==> config.mk <==
export PLATFORM = sky130hd
export DESIGN_NAME = amba_axi4_burst_monitor
export DESIGN_NICKNAME = d
export VERILOG_FILES = /design/src/rtl/amba_axi4_burst_monitor.sv
export SDC_FILE = /design/constraint.sdc
export NUM_CORES = 1
export LEC_CHECK = 0
export CORE_UTILIZATION = 51
export DETAILED_ROUTE_END_ITERATION = 16
export GPL_ROUTABILITY_DRIVEN = 1
export PLACE_DENSITY_LB_ADDON = 0.25
export SLEW_MARGIN = 20
export SYNTH_ARGS = -nofsm -noshare
export SYNTH_HDL_FRONTEND = slang
export SYNTH_SLANG_ARGS = --single-unit
==> constraint.sdc <==
create_clock -name ACLK -period 5.5 [get_ports ACLK]
set_input_delay 0.55 -clock ACLK [delete_from_list [all_inputs] [get_ports ACLK]]
set_output_delay 0.55 -clock ACLK [all_outputs]
set_load 0.03 [all_outputs]
Figure 1. Placed standard cells (run 1).
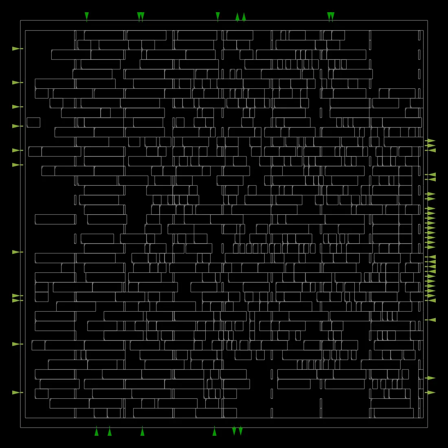
Filler cells: 936
Seq Cell Count: 145

Figure 2. I/O pins on the die edge (run 1).
Drawn at 4 px/um. Pins as bars across the die edge, other pins in gray.
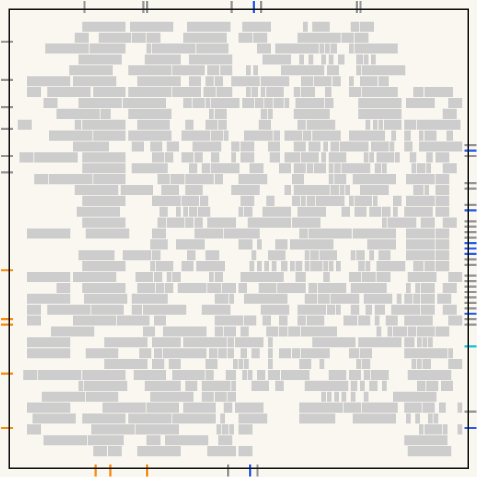
err_sticky -> blue  # pins 9, direction output, edge 7 right, 1 top, 1 bottom
ARLEN -> orange  # pins 8, direction input, edge 5 left, 3 bottom
AWREADY -> cyan  # pins 1, direction input, edge right
Die X: 114 um
Die H: 114 um
# port buffers: 51

Figure 3. Port wiring (run 1).
Drawn at 2 px/um.
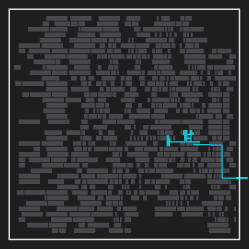
AWREADY -> cyan  # direction input, end cells 5, buffers 1, wire 70.3 um
total I/O pin count: 54

Figure 4. Drive-strength map (run 1).
Drawn at 4 px/um.
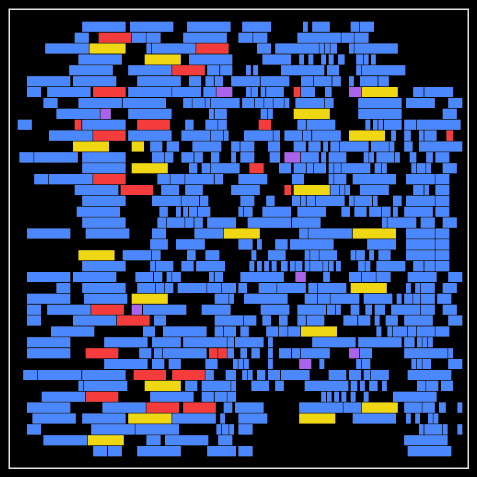
drive 3 to 4 -> purple  # cells 8, most used clkinvlp_4
drive 6 and up -> yellow  # cells 20, most used clkbuf_16
drive 2 -> red  # cells 24, most used mux4_2
drive 1 or less -> blue  # cells 520, most used edfxtp_1
post-layout worst setup margin: 2.18 ns
final instance area: 0.00765 mm^2
Signal buffers: 51

==> run notes, run 1 <==
yosys + openroad results -> fmax=0.301 GHz, XOR Share, Synth=just over 7%, seq pwr=0.00122 W, clk_skew=approximately 0.0073 ns, # rows=around 40, CP startpoint kind=register, Top cells by area=edfxtp_1 42%, dfxtp_1 17%, ha_1 5.8%, xnor2_1 5.7%, mux4_2 5.6%, Mapped Area=approximately 0.0064 mm^2, ys cells=505, Worst Hold Depth=1, combinational share of power=8.4%, GR met2 Demand/Resource=about 28%, most used routing layer=met2, top cells by count=89 x edfxtp_1, 56 x dfxtp_1, 42 x xnor2_1, CTS Sinks=between 100 and 150, met1 WL=between 5 and 6 mm, via/cell ratio=5.12, Gate Area=0.00245 mm^2, Final Non-Filler Cells=around 740, Util after Layout=62.9%, Sw Share=22.9%, nets@finish=623, Comb gates=311, n_taps=around 170, Flop pwr share=approximately half, Worst slew margin=a little over a third, number of remaining DRC errors=0, OpenROAD warnings=37, GPL Wtd Cong=about 0.77, sw power=0.000581 W, CP delay by family, top=simple AND/OR/NAND/NOR gates, gr ovfl total=0, final hold vios=0, status=complete, no violations, Sum Neg Setup Slack=0 ns, combinational cell power=around 0.00021 W, critical path capture point type=register, crit path kind=register to register, met1 usage=approximately a quarter, Antenna Cells=0, clk latency late pin=between 0.4 and 0.5 ns, Yosys reg bits=approximately 150, Clock transition at path regs=0.06 ns
## Run 2: what changed since run 1
==> constraint.sdc (replaced) <==
create_clock -name ACLK -period 3.4 [get_ports ACLK]
set_input_delay 0.34 -clock ACLK [delete_from_list [all_inputs] [get_ports ACLK]]
set_output_delay 0.34 -clock ACLK [all_outputs]
set_load 0.03 [all_outputs]
Figure 5. Drive-strength map (run 2).
Drawn at 4 px/um.
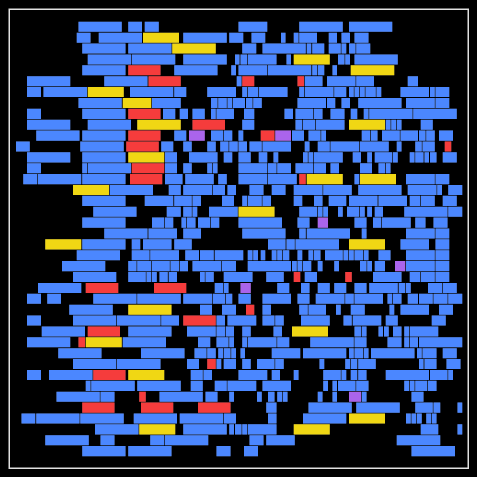
post-layout worst setup margin: 0.246 ns
Layout area overhead: 20.0%
Signal buffers: 55
final instance area: 0.00772 mm^2

==> run notes, run 2 <==
yosys + openroad results -> status=complete, no violations, top cells by count=89 x edfxtp_1, 56 x dfxtp_1, 42 x xnor2_1, sw power=0.000897 W, clk latency late pin=between 0.4 and 0.5 ns, Flop pwr share=between 40% and 50%, final hold vios=0, critical path capture point type=register, combinational share of power=~8.2%, met1 usage=23.6%, Worst Hold Depth=2, nets@finish=627, n_taps=roughly 170, Final Non-Filler Cells=roughly 740, XOR Share, Synth=7.07%, via/cell ratio=5.07, Comb gates=roughly 310, number of remaining DRC errors=0, Clock transition at path regs=about 0.060 ns, Max-Cap Viols=0, gr ovfl total=0, CP delay by family, top=simple AND/OR/NAND/NOR gates, # port buffers=51, ys cells=approximately 510, GR met2 Demand/Resource=just under 30%, # rows=~40, Antenna Cells=0, seq pwr=roughly 0.0020 W, GPL Wtd Cong=0.768, Filler cells=923, CTS Sinks=around 150, Die X=114 um, Mapped Area=0.00644 mm^2, clk_skew=~0.0058 ns, CP startpoint kind=register, combinational cell power=~0.00035 W, Seq Cell Count=roughly 150, sequential standard cell area=~0.0038 mm^2, total I/O pin count=between 50 and 60, Util after Layout=63.5%, Yosys reg bits=around 150, first-pass GRT wire length=17.9 mm, Gate Area=~0.0024 mm^2, crit path kind=register to register, Top cells by area=edfxtp_1 42%, dfxtp_1 17%, ha_1 5.8%, xnor2_1 5.7%, mux4_2 5.6%, fmax=0.317 GHz, met1 WL=5.16 mm, RSZ-0062 raised after global routing=false
Figure 6. Port wiring (run 2).
Drawn at 2 px/um.
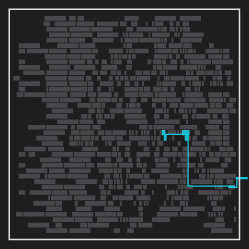
AWREADY -> cyan  # direction input, end cells 5, buffers 1, wire 73.3 um

## Run 3: what changed since run 2
--- a/config.mk
+++ b/config.mk
@@ -8,7 +8,7 @@
 export CORE_UTILIZATION = 51
 export DETAILED_ROUTE_END_ITERATION = 16
 export GPL_ROUTABILITY_DRIVEN = 1
-export PLACE_DENSITY_LB_ADDON = 0.25
+export PLACE_DENSITY = 0.72
 export SLEW_MARGIN = 20
 export SYNTH_ARGS = -nofsm -noshare
 export SYNTH_HDL_FRONTEND = slang
Figure 7. I/O pins on the die edge (run 3).
Drawn at 4 px/um. Pins as bars across the die edge, other pins in gray.
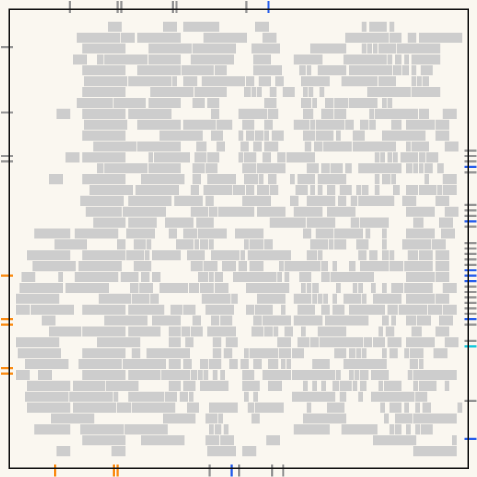

==> run notes, run 3 <==
yosys + openroad results -> CTS Sinks=145, Die H=114 um, CP startpoint kind=register, combinational cell power=0.000346 W, n_taps=between 150 and 200, met1 usage=between 20% and 30%, Die X=about 110 um, ys cells=around 510, # port buffers=about 51, CP delay by family, top=simple AND/OR/NAND/NOR gates, Clock transition at path regs=roughly 0.050 ns, status=complete, no violations, gr ovfl total=0, via/cell ratio=roughly 5.1, Layout area overhead=18.5%, # rows=~40, most used routing layer=met2, Seq Cell Count=between 100 and 150, top cells by count=89 x edfxtp_1, 56 x dfxtp_1, 42 x xnor2_1, Sum Neg Setup Slack=0 ns, Comb gates=between 300 and 400, post-layout worst setup margin=between 0.3 and 0.4 ns, Flop pwr share=50.1%, OpenROAD warnings=37, met1 WL=between 5 and 6 mm, total I/O pin count=54
Figure 8. Port wiring (run 3).
Drawn at 2 px/um.
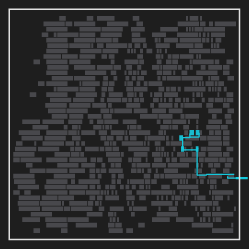
AWREADY -> cyan  # direction input, end cells 5, buffers 1, wire 64.3 um

Power is estimated from default activity; no workload was simulated.
